==> src/rtl/lsu_pkg.sv <==
// Shared types and AXI/RAM constants for the LSU read-DMA path.
package lsu_pkg;

    typedef enum logic [1:0] {
        ST_IDLE  = 2'd0,
        ST_ISSUE = 2'd1,
        ST_DRAIN = 2'd2,
        ST_DONE  = 2'd3
    } state_t;

    localparam logic [1:0] RAM_SEL_IRAM   = 2'd0;
    localparam logic [1:0] RAM_SEL_WRAM   = 2'd1;
    localparam logic [1:0] RAM_SEL_ORAM   = 2'd2;

    localparam logic [1:0] AXI_BURST_INCR = 2'b01;
    localparam logic [1:0] AXI_RESP_OKAY  = 2'b00;

endpackage

==> src/rtl/lsu_rd_addr_gen.sv <==
// Row address generator: accumulates base + row*stride one AR at a time.
module lsu_rd_addr_gen #(
    parameter int DADDR_W = 32
) (
    input  logic               clk,
    input  logic               rst,
    input  logic               load,
    input  logic [DADDR_W-1:0] base,
    input  logic [15:0]        str,
    input  logic [7:0]         num,
    input  logic               step,
    output logic [DADDR_W-1:0] araddr,
    output logic               last_row
);

    logic [7:0] row_q;
    logic [7:0] num_q;

    always_ff @(posedge clk or posedge rst) begin
        if (rst) begin
            araddr <= '0;
            row_q  <= '0;
            num_q  <= '0;
        end else if (load) begin
            araddr <= base;
            row_q  <= '0;
            num_q  <= num;
        end else if (step) begin
            // Stride addition replaces a row*str multiply; wraps at 2^DADDR_W.
            araddr <= araddr + DADDR_W'(str);
            row_q  <= row_q + 8'd1;
        end
    end

    assign last_row = (row_q == num_q - 8'd1);

endmodule

==> src/rtl/lsu_axi_rd_dma.sv <==
// Strided multi-row AXI read DMA that streams R beats into an on-chip RAM.
module lsu_axi_rd_dma
    import lsu_pkg::*;
#(
    parameter int DATA_W    = 64,
    parameter int ID_W      = 8,
    parameter int DADDR_W   = 32,
    parameter int RADDR_W   = 12,
    parameter int MAX_OUTST = 4,
    parameter int RD_ID     = 0
) (
    input  logic               clk,
    input  logic               rst,
    input  logic               alu_lsu_rd_vld,
    output logic               lsu_alu_rd_rdy,
    input  logic [DADDR_W-1:0] alu_lsu_dram_addr,
    input  logic [7:0]         alu_lsu_num,
    input  logic [7:0]         alu_lsu_len,
    input  logic [15:0]        alu_lsu_str,
    input  logic [RADDR_W-1:0] alu_lsu_ram_addr,
    input  logic [1:0]         alu_lsu_ram_sel,
    output logic [ID_W-1:0]    lsu_axi_arid,
    output logic [DADDR_W-1:0] lsu_axi_araddr,
    output logic [7:0]         lsu_axi_arlen,
    output logic [2:0]         lsu_axi_arsize,
    output logic [1:0]         lsu_axi_arburst,
    output logic               lsu_axi_arvld,
    input  logic               axi_lsu_arrdy,
    input  logic [ID_W-1:0]    axi_lsu_rid,
    input  logic [DATA_W-1:0]  axi_lsu_rdata,
    input  logic [1:0]         axi_lsu_rresp,
    input  logic               axi_lsu_rlast,
    input  logic               axi_lsu_rvld,
    output logic               lsu_axi_rrdy,
    output logic               lsu_ram_wr_en,
    output logic [1:0]         lsu_ram_wr_sel,
    output logic [RADDR_W-1:0] lsu_ram_wr_addr,
    output logic [DATA_W-1:0]  lsu_ram_wr_data,
    output logic               lsu_alu_rd_done,
    output logic               lsu_alu_rd_err
);

    localparam logic [2:0]      AR_SIZE   = 3'($clog2(DATA_W / 8));
    localparam logic [3:0]      OUTST_MAX = 4'(MAX_OUTST);
    localparam logic [ID_W-1:0] ARID      = ID_W'(RD_ID);

    state_t             state_q, state_d;
    logic [7:0]         len_q;
    logic [7:0]         beat_q;
    logic [1:0]         sel_q;
    logic [RADDR_W-1:0] wr_ptr_q;
    logic [3:0]         outst_q;
    logic               err_q;
    logic               accept, ar_hs, r_hs, rlast_hs, last_row, beat_err;

    assign lsu_alu_rd_rdy  = (state_q == ST_IDLE) && !rst;
    assign accept          = alu_lsu_rd_vld && lsu_alu_rd_rdy;
    assign lsu_axi_arvld   = (state_q == ST_ISSUE) && (outst_q != OUTST_MAX);
    assign lsu_axi_rrdy    = (state_q == ST_ISSUE) || (state_q == ST_DRAIN);
    assign ar_hs           = lsu_axi_arvld && axi_lsu_arrdy;
    assign r_hs            = axi_lsu_rvld && lsu_axi_rrdy;
    assign rlast_hs        = r_hs && axi_lsu_rlast;

    assign lsu_axi_arid    = ARID;
    assign lsu_axi_arlen   = len_q;
    assign lsu_axi_arsize  = AR_SIZE;
    assign lsu_axi_arburst = AXI_BURST_INCR;
    assign lsu_alu_rd_done = (state_q == ST_DONE);
    assign lsu_alu_rd_err  = err_q;

    // rlast must coincide exactly with beat index len of each burst.
    assign beat_err = (axi_lsu_rresp != AXI_RESP_OKAY) || (axi_lsu_rid != ARID) ||
                      (axi_lsu_rlast != (beat_q == len_q));

    lsu_rd_addr_gen #(
        .DADDR_W (DADDR_W)
    ) u_addr_gen (
        .clk      (clk),
        .rst      (rst),
        .load     (accept),
        .base     (alu_lsu_dram_addr),
        .str      (alu_lsu_str),
        .num      (alu_lsu_num),
        .step     (ar_hs),
        .araddr   (lsu_axi_araddr),
        .last_row (last_row)
    );

    always_ff @(posedge clk or posedge rst) begin
        if (rst) state_q <= ST_IDLE;
        else     state_q <= state_d;
    end

    always_comb begin
        state_d = state_q;
        case (state_q)
            ST_IDLE:  if (accept) state_d = (alu_lsu_num == 8'd0) ? ST_DONE : ST_ISSUE;
            ST_ISSUE: if (ar_hs && last_row) state_d = ST_DRAIN;
            ST_DRAIN: if (rlast_hs && outst_q == 4'd1) state_d = ST_DONE;
            ST_DONE:  state_d = ST_IDLE;
            default:  state_d = ST_IDLE;
        endcase
    end

    always_ff @(posedge clk or posedge rst) begin
        if (rst) begin
            len_q    <= '0;
            sel_q    <= '0;
            wr_ptr_q <= '0;
            beat_q   <= '0;
            outst_q  <= '0;
            err_q    <= 1'b0;
        end else begin
            if (accept) begin
                len_q    <= alu_lsu_len;
                sel_q    <= alu_lsu_ram_sel;
                wr_ptr_q <= alu_lsu_ram_addr;
                beat_q   <= '0;
                err_q    <= 1'b0;
            end else if (r_hs) begin
                wr_ptr_q <= wr_ptr_q + 1'b1;
                beat_q   <= axi_lsu_rlast ? 8'd0 : beat_q + 8'd1;
                if (beat_err) err_q <= 1'b1;
            end
            case ({ar_hs, rlast_hs})
                2'b10:   outst_q <= outst_q + 4'd1;
                2'b01:   outst_q <= outst_q - 4'd1;
                default: outst_q <= outst_q;
            endcase
        end
    end

    // RAM write stage: one cycle behind the R handshake.
    always_ff @(posedge clk or posedge rst) begin
        if (rst) begin
            lsu_ram_wr_en   <= 1'b0;
            lsu_ram_wr_sel  <= '0;
            lsu_ram_wr_addr <= '0;
            lsu_ram_wr_data <= '0;
        end else begin
            lsu_ram_wr_en <= r_hs;
            if (r_hs) begin
                lsu_ram_wr_sel  <= sel_q;
                lsu_ram_wr_addr <= wr_ptr_q;
                lsu_ram_wr_data <= axi_lsu_rdata;
            end
        end
    end

endmodule

==> config.mk <==
export PLATFORM = sky130hd
export DESIGN_NAME = lsu_axi_rd_dma
export DESIGN_NICKNAME = d
export VERILOG_FILES = /design/src/rtl/lsu_pkg.sv /design/src/rtl/lsu_rd_addr_gen.sv /design/src/rtl/lsu_axi_rd_dma.sv
export SDC_FILE = /design/constraint.sdc
export NUM_CORES = 1
export LEC_CHECK = 0
export ABC_AREA = 1
export CORE_MARGIN = 5
export CORE_UTILIZATION = 40
export CTS_CLUSTER_SIZE = 30
export DETAILED_ROUTE_END_ITERATION = 12
export PLACE_DENSITY = 0.74
export SYNTH_ARGS = -nofsm -noshare
export SYNTH_HDL_FRONTEND = slang
export SYNTH_SLANG_ARGS = --single-unit
==> constraint.sdc <==
create_clock -name clk -period 4.6 [get_ports clk]
set_input_delay 0.46 -clock clk [delete_from_list [all_inputs] [get_ports clk]]
set_output_delay 0.46 -clock clk [all_outputs]
set_load 0.01 [all_outputs]
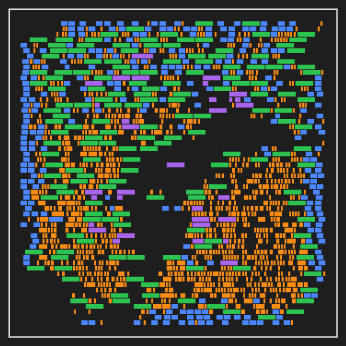
run_1/cell_classes.png
Drawn at 2 px/um.
class	color	cells	share of their area
other buffers and delay cells	blue	286	23%
flip-flops	green	164	32%
clock drivers and dummy loads	purple	32	4.8%
all other logic	orange	1100	40%

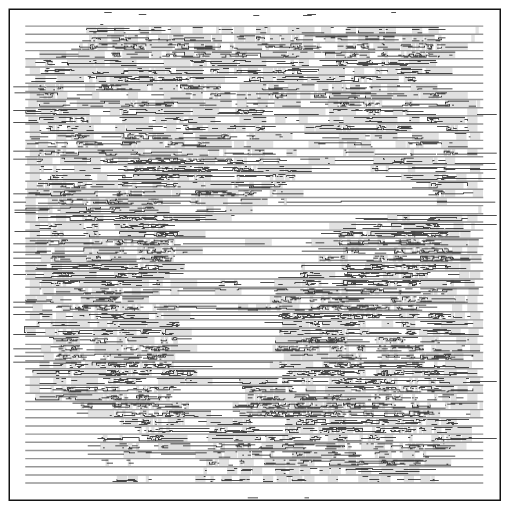
run_1/met1.png
Drawn at 3 px/um. Supply wires on this layer in gray.
share of all routed wire	45%
longest straight run	44.6 um
wire length on this layer	12300 um
main direction	horizontal

==> qor.yml, run 1 <==
status: "finished clean"
drive_above_1_share_pct: 4.61
ir_drop_mv: 0.603
ioPinCount: 295
postSynthAreaPerCell_um2: 7.20
grt_setup_unrepaired: "no"
syn2layout_area_growth_pct: 38.9
holdBufCountCts: 0
worstSetupPathType: "flip-flop to flip-flop"
htree_levels: 4
diodes: 0
root_buffer: "clkbuf_16"
synth.distinct_cells: 45
cts.path.max_buffers: 2
die_x_um: 163
die-area_um2: 26600
grt.overflow.total: 0
dp_hpwl_um: 20200
cp_slowest_cell: "inv_2"
setup_tns_ns: 0
cap_violations: 0
clock_sinks: 164
antenna_found_initial: 0
crit_arrival_ns: 3.19
enable_flop_cells: 0
cp_top_family: "buffers and inverters"
grt_max_degree: 165
final-max-slew-violation-count: 0
critPathMaxStageDelay_ns: 0.81
setup_violations: 0
p_total_uw: 8310
numSynthFlops: 164
cts_resized: 0
antenna_left: 0
cp.required_ns: 4.96
cts_setup_buffers: 0
warnings: 33
fp_util_pct: 40.3
post-route-period-util_pct: 61.4
cp-start-kind: "flip-flop"
ff_type: "dfrtp_1"
end_kind: "flip-flop"
area_leaders: "dfrtp_1 (44%), nand2_1 (22%), inv_1 (6.3%)"
clk_pin_slew_ns: 0.07
dr.first_iter.drc_count: 708
fmax_ghz: 0.354
drtPass1Iterations: 5
track_usage_pct: 20.5
top_cell_area_share_pct: 43.8
die_height_um: 163
clk_latency_ns: 0.42
path_cells: "inv_1 > ha_1 > nand2_4 > inv_2 > buf_4 > nand2_1 > nand2_1"
netlist_top_cells_count: "nand2_1 (538), dfrtp_1 (164), inv_1 (158), nor2_1 (93), nand3_1 (74)"
p_per_area_nw_per_um2: 637
skew_ns: 0.00736
hold_ws_ns: 0.470
yosysWarnings: 0
synth_top_cell_by_count: "nand2_1"
routed_wl_um: 27600
async_flop_share_pct: 100
layout_min_cycle_time_ns: 2.83
nets: 1756
maxSlewHeadroom_pct: 30.5
dp_slack_ns: 1.59
vias: 9033
via_per_inst: 4.75
ys_seq_share_pct: 43.8
cp_num_buf_inv: 3
grt_pass1_wl_um: 44300
layout_setup_ws_ns: 1.77
synth_cells: 1302
post-route-drc-count: 0
final_hold_viol_count: 0
p_leak_uw: 0.00651
crit_fanout: 97
port_buffers: 281
hp-class: "flip-flop to flip-flop"
yosysTopAreaCell: "dfrtp_1"
cts_tree: "done"
cpMostUsedCell: "nand2_1"
yosys_area_um2: 9380
place_congestion: 0.899
syn_area_um2: 9380
wl_per_cell_um: 14.5
numCtsBuffers: 17
num_rows: 56
tightest_slew_ns: 1.04
grt_pass1_vias: 8742
ys_cells: 1302
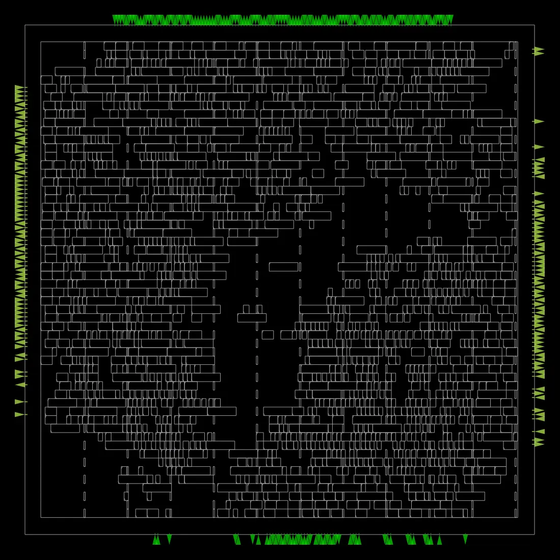
run_1/final_placement.png
Seq/total area: 31.5%
Finished Core Util: 56.0%
Core Box Area: 23300 um^2
final cell count without fillers: 1901

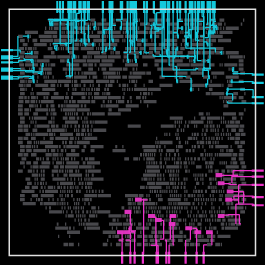
run_1/port_nets.png
Drawn at 1.5 px/um.
port	color	bits	direction	edge	end cells	buffers	wire
alu_lsu_str	magenta	16	input	11 bottom, 5 right	17	16	442 um
axi_lsu_rdata	cyan	64	input	52 top, 8 left, 4 right	64	64	1760 um

run 1: flip-flops by register name, summed over array words and instances (netlist names):
register and flops:
lsu_axi_arlen 8, u_addr_gen.num_q 8, lsu_ram_wr_en 1, u_addr_gen.row_q 8, lsu_ram_wr_sel 2, beat_q 8, lsu_ram_wr_data 64, u_addr_gen.araddr 32
wr_ptr_q 12, outst_q 4, lsu_ram_wr_addr 12, state_q 2, lsu_alu_rd_err 1, sel_q 2
run 1: where the power goes:
part           internal, uW  total [uW]  leakage, uW  switching [uW]
Clock                   784        1480     0.000294             696
Sequential             2090        2640      0.00203             547
Combinational          1910        4190      0.00419            2280
run 1: layer usage:
| metal | track usage [%] | vias to the layer above | share of wire, % |
|---|---|---|---|
| met5 | 0 | - | 0 |
| met4 | 5.38 | 0 | 2.1 |
| met3 | 4.19 | 38 | 5.6 |
| met2 | 33.9 | 276 | 48 |
| met1 | 27.7 | 4178 | 45 |
| li1 | - | 4541 | - |
run 1: stage by stage:
step / instances / util (%) / instance area, um^2
floorplan: 1313 / - / 9430
global placement: 1869 / 53.4 / 12400
detailed placement: 1869 / 53.4 / 12400
CTS: 1901 / 56.0 / 13000
global route: 1901 / 56.0 / 13000
finish: 1901 / 56.0 / 13000
run 1: cell type report:
type | instances | area [um^2]
Fill cell | 2215 | 10200
Inverter | 163 | 616
Sequential cell | 164 | 4100
Clock inverter | 15 | 178
Tap cell | 319 | 399
Timing Repair Buffer | 286 | 2860
Clock buffer | 17 | 425
Multi-Input combinational cell | 937 | 4450
run 1: cell families after synthesis:
family / count (synthesis) / synth area share (%)
AND-OR/OR-AND: 116 / 7.24
buffers and inverters: 212 / 9.40
flip-flops: 164 / 43.8
other: 2 / 0.0801
adder cells (fa/ha/maj): 29 / 3.95
XOR/XNOR: 34 / 3.17
AND/OR/NAND/NOR: 745 / 32.4
run 1: tightest hold or removal path, delay by kind of cell (launching register included):
| family | cells | cell delay, ns |
|---|---|---|
| AND/OR/NAND/NOR | 2 | 0.09 |
| flip-flops | 1 | 0.34 |
run 1: worst paths after layout:
check	depth (start not counted)	startpoint	to	slack, ns
worst max register to register	7	state_q[0]	lsu_ram_wr_data[19]	1.77
worst max-delay path	7	state_q[0]	lsu_ram_wr_data[19]	1.77
min in group asynchronous	3	rst	u_addr_gen.num_q[5]	0.74
worst min register to register	2	sel_q[1]	lsu_ram_wr_sel[1]	0.47
max in group asynchronous	3	rst	u_addr_gen.araddr[26]	3.20
worst min-delay path	2	sel_q[1]	lsu_ram_wr_sel[1]	0.47
run 1: cells in the final DEF (no fill, tap or decap), drive strengths merged, types with 13 or more instances in the layout:
master           n
ha              28
a21oi           29
o21ai           46
nor2           101
nand3           76
inv            172
xor2            23
conb            13
nand2          548
clkbuf          17
clkdlybuf4s50  281
dfrtp          164
==> run 1 -> run 2 <==
--- a/config.mk
+++ b/config.mk
@@ -10,7 +10,7 @@
 export CORE_UTILIZATION = 40
 export CTS_CLUSTER_SIZE = 30
 export DETAILED_ROUTE_END_ITERATION = 12
-export PLACE_DENSITY = 0.74
+export PLACE_DENSITY = 0.71
 export SYNTH_ARGS = -nofsm -noshare
 export SYNTH_HDL_FRONTEND = slang
 export SYNTH_SLANG_ARGS = --single-unit
==> constraint.sdc (replaced) <==
create_clock -name clk -period 2.79 [get_ports clk]
set_input_delay 0.279 -clock clk [delete_from_list [all_inputs] [get_ports clk]]
set_output_delay 0.279 -clock clk [all_outputs]
set_load 0.01 [all_outputs]
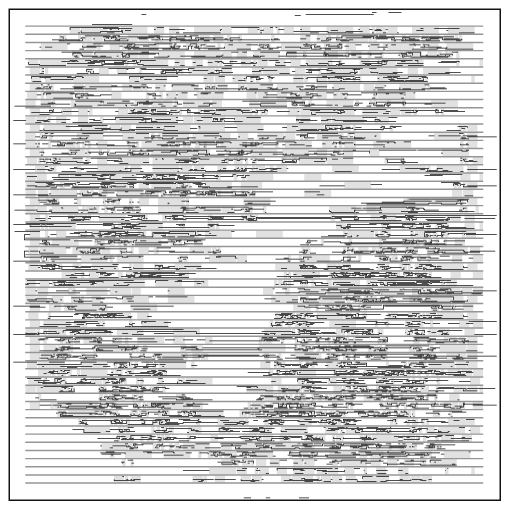
run_2/met1.png
Drawn at 3 px/um. Supply wires on this layer in gray.
wire length on this layer	12500 um
longest straight run	40.0 um

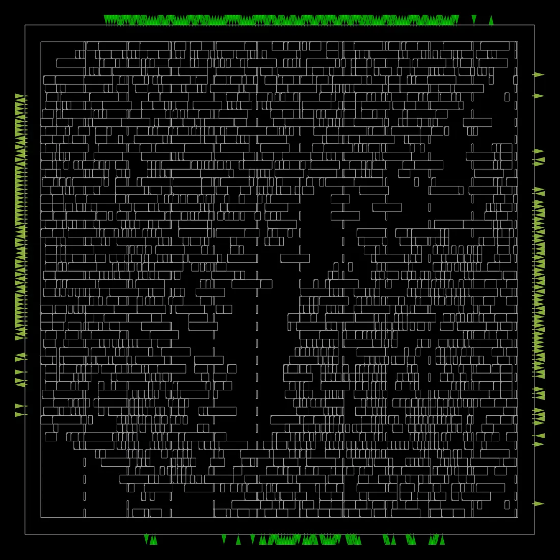
run_2/final_placement.png
Finished Core Util: 56.5%
row cnt: 56
fill count: 2219
Seq/total area: 31.2%
final cell count without fillers: 1907

==> run 2 against run 1 <==
  * Synthesized cell count stayed put
  * Clock power is 68% higher
  * Worst hold slack worse by 0.10 ns
  * Total power is 67% higher
  * Design area is 0.89% higher
  * Critical path depth is 1 higher
==> qor.yml, run 2 <==
place_congestion: 0.886  # -1.4%
numSynthFlops: 164  # unchanged
final_hold_viol_count: 0  # unchanged
min_from: "axi_lsu_rdata[51]"
final-max-slew-violation-count: 0  # unchanged
end_kind: "flip-flop"
layout_min_cycle_time_ns: 2.21  # -0.613 ns
layout_top_cell: "nand2_1"
synth_cells: 1302  # unchanged
via_per_inst: 4.71  # -0.87%
ioPinCount: 295  # unchanged
clk_pin_slew_ns: 0.08  # about the same
simple_gate_share_pct: 32.4  # unchanged
ff2ff_path_depth: 8  # +1
cts_setup_buffers: 0  # unchanged
yosys_area_um2: 9380  # unchanged
area_leaders: "dfrtp_1 (44%), nand2_1 (22%), inv_1 (6.3%)"
cp.required_ns: 3.09  # -1.87 ns
place_area_um2: 12500  # +0.70%
cp_num_buf_inv: 3  # unchanged
die_height_um: 163  # unchanged
fmax_ghz: 0.452  # +28%
crit_fanout: 64  # -34%
skew_ns: 0.0132  # +0.00585 ns
die-area_um2: 26600  # unchanged
setup_violations: 0  # unchanged
cap_violations: 0  # unchanged
antenna_found_initial: 1  # +1
status: "finished clean"
root_buffer: "clkbuf_16"
compound_area_share_pct: 7.24  # unchanged
internal-power_uw: 7950  # +66%
cts_resized: 0  # unchanged
coreArea_um2: 23300  # unchanged
r2r_end: "wr_ptr_q[6]"
clkPwrFrac_pct: 18.0  # +0.2 points
grt_pass1_vias: 8930  # +2.2%
cp-start-kind: "flip-flop"
fin_area_um2: 13100  # +0.89%
p_switching_uw: 5940  # +68%
track_usage_pct: 21.1  # +0.60 points
p_comb_share_pct: 50.8  # +0.4 points
async_flop_share_pct: 100  # unchanged
antenna_left: 0  # unchanged
vias: 8983  # -0.55%
grt_pass1_wl_um: 45400  # +2.4%
syn_area_um2: 9380  # unchanged
regMostFlops: "lsu_ram_wr_data"
cp_top_family: "buffers and inverters"
die_x_um: 163  # unchanged
synth-adder-area-share_pct: 3.95  # unchanged
clk_latency_ns: 0.43  # about the same
port_buffers: 281  # unchanged
dr.first_iter.drc_count: 617  # -13%
netlist_top_cells_count: "nand2_1 (538), dfrtp_1 (164), inv_1 (158), nor2_1 (93), nand3_1 (74)"
reg.largest.list: "lsu_ram_wr_data (64), u_addr_gen.araddr (32)"
largest_reg_flops: 64  # unchanged
hold_path_end: "lsu_ram_wr_data[51]"
mi_logic_area_um2: 4450  # unchanged
ys_seq_share_pct: 43.8  # unchanged
clock_sinks: 164  # unchanged
setup_tns_ns: 0  # unchanged
grt_max_degree: 75  # -55%
htree_levels: 4  # unchanged
critPathMaxStageDelay_ns: 0.40  # -0.41 ns
cts_tree: "done"
fp_util_pct: 40.3  # unchanged
p_per_area_nw_per_um2: 1060  # +66%
hold_path_depth: 3  # +1
hp-class: "input pin to flip-flop"
syn2layout_area_growth_pct: 40.2
grt.overflow.total: 0  # unchanged
seqCellArea_um2: 4100  # unchanged
warnings: 31  # -6.1%
drive_above_1_share_pct: 4.91  # +0.30 points
post-route-period-util_pct: 79.3  # +18 points
yosysTopAreaCell: "dfrtp_1"
yosysWarnings: 0  # unchanged
synthTopLogicFamily: "simple AND/OR/NAND/NOR gates"
mux_area_share_pct: 0  # unchanged
synth.distinct_cells: 45  # unchanged
top_cell_area_share_pct: 43.8  # unchanged
ys_sh_xor_pct: 3.17  # unchanged
cts.path.max_buffers: 2  # unchanged
crit_arrival_ns: 2.51  # -0.68 ns
synth_top_cell_by_count: "nand2_1"
swShare_pct: 42.8  # +0.30 points
cp_slowest_cell: "dfrtp_1"
r2r_slack_ns: 0.58  # -1.20 ns
drtPass1Iterations: 7  # +2
numCtsBuffers: 17  # unchanged
r2r_start: "state_q[0]"
ys_cells: 1302  # unchanged
postSynthAreaPerCell_um2: 7.20  # unchanged
nets: 1761  # +0.28%
ff_type: "dfrtp_1"
holdBufCountCts: 0  # unchanged
enable_flop_cells: 0  # unchanged
ir_drop_mv: 0.473  # -22%
grt_setup_unrepaired: "no"
final_cell_mix: "nand2_1 (537), clkdlybuf4s50_1 (281), dfrtp_1 (164)"
p_leak_uw: 0.00656  # +0.77%
post-route-drc-count: 0  # unchanged
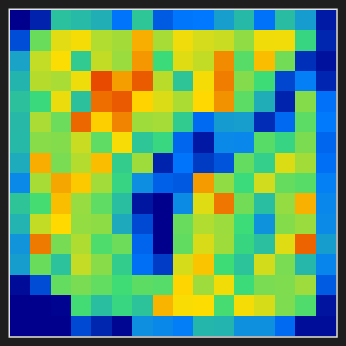
run_2/density.png
Drawn at 2 px/um. The die is cut into 16 by 16 equal tiles; dark blue is low, red is high, 0 to 100% covered.
mean over tiles	48%
nearly empty tiles	4.3%
fullest tile	92%
tiles over 75% full	12%

-- run 2: cell counts after synthesis --
No cell type changed its count.
-- run 2: routing by layer --
layer,up-vias,track usage (%),routed length (um)
li1,4549,-,-
met1,4138,27.8,12500
met2,255,34.5,13600
met3,41,5.22,1770
met4,0,6.44,689
met5,-,0,0
-- run 2: cells by family after synthesis --
logic type,Yosys count
AND-OR/OR-AND,116
XOR/XNOR,34
adder cells (fa/ha/maj),29
buffers and inverters,212
flip-flops,164
other,2
AND/OR/NAND/NOR,745
-- run 2: how the worst max path moves through the flow --
| stage | startpoint | to | slack [ns] | cells after the start |
|---|---|---|---|---|
| 6_report | state_q[0] | wr_ptr_q[6] | 0.58 | 8 |
| 3_3_place_gp | alu_lsu_str[0] | u_addr_gen.araddr[20] | 0.31 | 16 |
| 4_1_cts | state_q[1] | wr_ptr_q[5] | 0.56 | 8 |
| 3_5_place_dp | alu_lsu_str[0] | u_addr_gen.araddr[20] | 0.25 | 16 |
| 2_1_floorplan | rst | beat_q[0] | 0.43 | 1 |
| 5_1_grt | state_q[0] | u_addr_gen.araddr[21] | 0.34 | 10 |
-- run 2: cell type report --
class / count / area share [%]
Multi-Input combinational cell: 937 / 33.8
Sequential cell: 164 / 31.2
Timing Repair Buffer: 291 / 22.4
Inverter: 163 / 4.68
Clock buffer: 17 / 3.24
Tap cell: 319 / 3.04
Clock inverter: 15 / 1.55
Antenna cell: 1 / 0.0190
-- run 2: power by group through the flow --
stage               registers, uW  logic, uW  clock network [uW]
floorplan                    4570       3680                   0
CTS                          4330       7110                2550
detailed placement           4350       7070                   0
finish                       4330       7050                2490
global placement             4320       6950                   0
global route                 4490       7880                2640
-- run 2: metrics by stage --
stage	setup slack, ns	utilization [%]	cells	hold slack [ns]
2_1_floorplan	0.426	-	1313	0.389
3_3_place_gp	0.306	53.8	1874	0.457
3_5_place_dp	0.250	53.8	1874	0.464
4_1_cts	0.563	56.5	1906	0.354
5_1_grt	0.342	56.5	1907	0.351
6_report	0.577	56.5	1907	0.370
-- run 2: worst min-delay path, stage by stage --
cell	delay, ns
clkdlybuf4s50_1	0.39
nand2_1	0.06
nand2_1	0.04
==> run 2 -> run 3 <==
==> constraint.sdc (replaced) <==
create_clock -name clk -period 2.1 [get_ports clk]
set_input_delay 0.21 -clock clk [delete_from_list [all_inputs] [get_ports clk]]
set_output_delay 0.21 -clock clk [all_outputs]
set_load 0.01 [all_outputs]
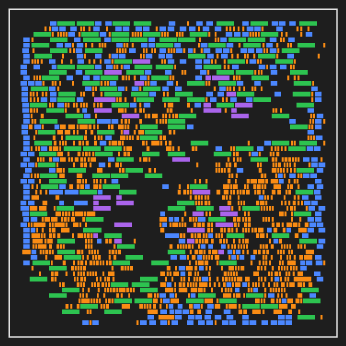
run_3/cell_classes.png
Drawn at 2 px/um.
class	color	cells	share of their area
all other logic	orange	1100	39%
other buffers and delay cells	blue	332	25%
clock drivers and dummy loads	purple	32	4.7%
flip-flops	green	164	31%

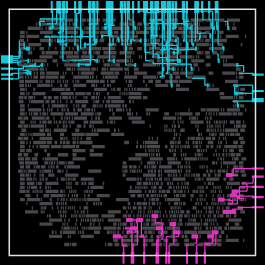
run_3/port_nets.png
Drawn at 1.5 px/um.
port	color	bits	direction	edge	end cells	buffers	wire
alu_lsu_str	magenta	16	input	11 bottom, 5 right	17	17	376 um
axi_lsu_rdata	cyan	64	input	53 top, 7 left, 4 right	64	64	1830 um

==> run 3 against run 2 <==
  * Die size did not move
  * Critical path depth rose by 7
  * Synthesized area did not move
  * Via count rose by 1.4%
  * Flip-flop count did not move
  * Cell count rose by 2.1%
==> qor.yml, run 3 <==
holdBufCountCts: 0  # unchanged
syn_area_um2: 9380  # unchanged
fmax_ghz: 0.500  # +11%
place_congestion: 0.898  # +1.3%
numCtsBuffers: 17  # unchanged
die_x_um: 163  # unchanged
drtPass1Iterations: 5  # -2
layout_top_cell: "nand2_1"
die_height_um: 163  # unchanged
clkPwrFrac_pct: 17.1  # -0.9 points
netlist_top_cells_count: "nand2_1 (538), dfrtp_1 (164), inv_1 (158), nor2_1 (93), nand3_1 (74)"
dr.first_iter.drc_count: 646  # +4.7%
synth_top_cell_by_count: "nand2_1"
largest_reg_flops: 64  # unchanged
layout_min_cycle_time_ns: 2.00  # -0.215 ns
yosysTopAreaCell: "dfrtp_1"
ir_drop_mv: 0.655  # +39%
grt.overflow.total: 0  # unchanged
dpl.cell_count: 1911  # +2.0%
htree_levels: 4  # unchanged
reg.largest.list: "lsu_ram_wr_data (64), u_addr_gen.araddr (32)"
num_rows: 56  # unchanged
post-route-drc-count: 0  # unchanged
final-max-slew-violation-count: 0  # unchanged
enable_flop_cells: 0  # unchanged
diodes: 0  # -1
cts.path.max_buffers: 2  # unchanged
skew_ns: 0.0163  # +0.00306 ns
p_comb_share_pct: 52.5  # +1.7 points
regMostFlops: "lsu_ram_wr_data"
hp-class: "input pin to async pin"
antenna_found_initial: 0  # -1
warnings: 33  # +6.5%
internal-power_uw: 11000  # +39%
grt_setup_unrepaired: "yes"
antenna_left: 0  # unchanged
crit_arrival_ns: 2.29  # -0.22 ns
p_per_area_nw_per_um2: 1400  # +33%
die-area_um2: 26600  # unchanged
grt_pass1_vias: 9000  # +0.78%
end_kind: "flip-flop"
yosys_area_um2: 9380  # unchanged
ys_seq_share_pct: 43.8  # unchanged
setup_violations: 0  # unchanged
synth.distinct_cells: 45  # unchanged
swShare_pct: 41.8  # -0.97 points
clock_sinks: 164  # unchanged
p_leak_uw: 0.00677  # +3.2%
ys_cells: 1302  # unchanged
cp.required_ns: 2.39  # -0.70 ns
coreArea_um2: 23300  # unchanged
port_buffers: 281  # unchanged
status: "finished clean"
root_buffer: "clkbuf_16"
synth_cells: 1302  # unchanged
fin_area_um2: 13500  # +2.7%
drive_above_1_share_pct: 8.60  # +3.7 points
track_usage_pct: 21.5  # +0.36 points
syn2layout_area_growth_pct: 43.9
postSynthAreaPerCell_um2: 7.20  # unchanged
final_hold_viol_count: 0  # unchanged
place_area_um2: 12800  # +2.2%
yosysWarnings: 0  # unchanged
fp_util_pct: 40.3  # unchanged
vias: 9105  # +1.4%
p_switching_uw: 7930  # +34%
numSynthFlops: 164  # unchanged
area_leaders: "dfrtp_1 (44%), nand2_1 (22%), inv_1 (6.3%)"
post-route-period-util_pct: 95.1  # +16 points
crit_fanout: 3  # -95%
top_cell_area_share_pct: 43.8  # unchanged
clk_latency_ns: 0.43  # about the same
final_cell_mix: "nand2_1 (530), clkdlybuf4s50_1 (278), dfrtp_1 (163)"
grt_pass1_wl_um: 46100  # +1.4%
clk_pin_slew_ns: 0.07  # about the same
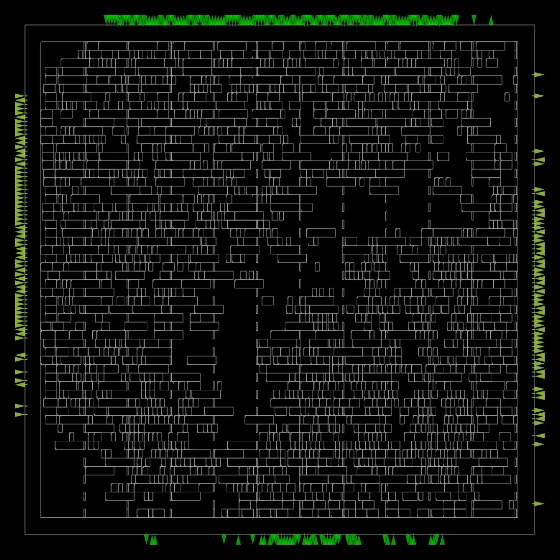
run_3/final_placement.png
fill count: 2183
Finished Core Util: 58.0%
final cell count without fillers: 1947

[run 3: critical path, stage by stage, from the launching register on]
cell,delay (ns)
dfrtp_1,0.37
ha_2,0.20
inv_2,0.04
fa_2,0.40
inv_2,0.08
nand3_2,0.07
nand3_2,0.08
nand2_2,0.05
nand2_2,0.09
nand2_2,0.06
nand2_2,0.09
nand2_1,0.06
nand2_1,0.06
nand3_1,0.08
nand2_1,0.09
o21ai_1,0.07
[run 3: cell families after synthesis]
kind of cell / count (synthesis) / synth area share (%)
other: 2 / 0.0801
AND/OR/NAND/NOR: 745 / 32.4
XOR/XNOR: 34 / 3.17
buffers and inverters: 212 / 9.40
flip-flops: 164 / 43.8
AND-OR/OR-AND: 116 / 7.24
adder cells (fa/ha/maj): 29 / 3.95
[run 3: worst paths after layout]
| path | slack, ns | endpoint | cells after the start | startpoint |
|---|---|---|---|---|
| setup / recovery | 0.10 | u_addr_gen.araddr[20] | 15 | u_addr_gen.araddr[0] |
| setup reg to reg | 0.10 | u_addr_gen.araddr[20] | 15 | u_addr_gen.araddr[0] |
| hold / removal | 0.13 | lsu_axi_arlen[6] | 2 | rst |
| hold reg to reg | 0.48 | lsu_ram_wr_data[37] | 2 | lsu_ram_wr_data[37] |
| max in group asynchronous | 1.35 | u_addr_gen.araddr[15] | 3 | rst |
| min in group clk | 0.31 | lsu_ram_wr_data[29] | 3 | axi_lsu_rdata[29] |
[run 3: area by class of cell]
cell class | instances | area, um^2 | area share [%]
Sequential cell | 164 | 4110 | 30.4
Tap cell | 319 | 399 | 2.96
Multi-Input combinational cell | 937 | 4510 | 33.4
Inverter | 163 | 616 | 4.56
Clock buffer | 19 | 453 | 3.35
Clock inverter | 13 | 156 | 1.16
Timing Repair Buffer | 332 | 3260 | 24.2
[run 3: repair_timing]
item                                    4_1_cts  5_1_grt
pin swaps                                     0        8
endpoints found under the setup margin        2       13
buffers inserted                              0        4
resized                                       3       23
[run 3: layer usage]
layer / wire [um] / vias up / global-route usage (%)
li1: - / 4625 / -
met1: 12700 / 4171 / 29.0
met2: 13700 / 267 / 35.0
met3: 1770 / 42 / 4.29
met4: 743 / 0 / 6.67
met5: 0 / - / 0
[run 3: metrics by stage]
step	setup TNS, ns	power [uW]	hold slack [ns]	worst slack [ns]
6_report	0	19000	0.131	0.102
5_1_grt	-0.118	20500	0.129	-0.0474
4_1_cts	0	19000	0.117	0.0145
3_5_place_dp	-2.47	15600	0.464	-0.224
3_3_place_gp	-1.47	15400	0.452	-0.175
2_1_floorplan	-31.95	11000	0.320	-0.195
[run 3: power by group through the flow]
| stage | combinational (uW) | sequential (uW) | clock [uW] |
|---|---|---|---|
| after floorplan | 4890 | 6070 | 0 |
| after global placement | 9690 | 5760 | 0 |
| after detailed placement | 9830 | 5780 | 0 |
| after CTS | 9880 | 5750 | 3320 |
| after global routing | 11100 | 5980 | 3450 |
| final | 9960 | 5760 | 3250 |
Power and IR drop assume default switching activity.
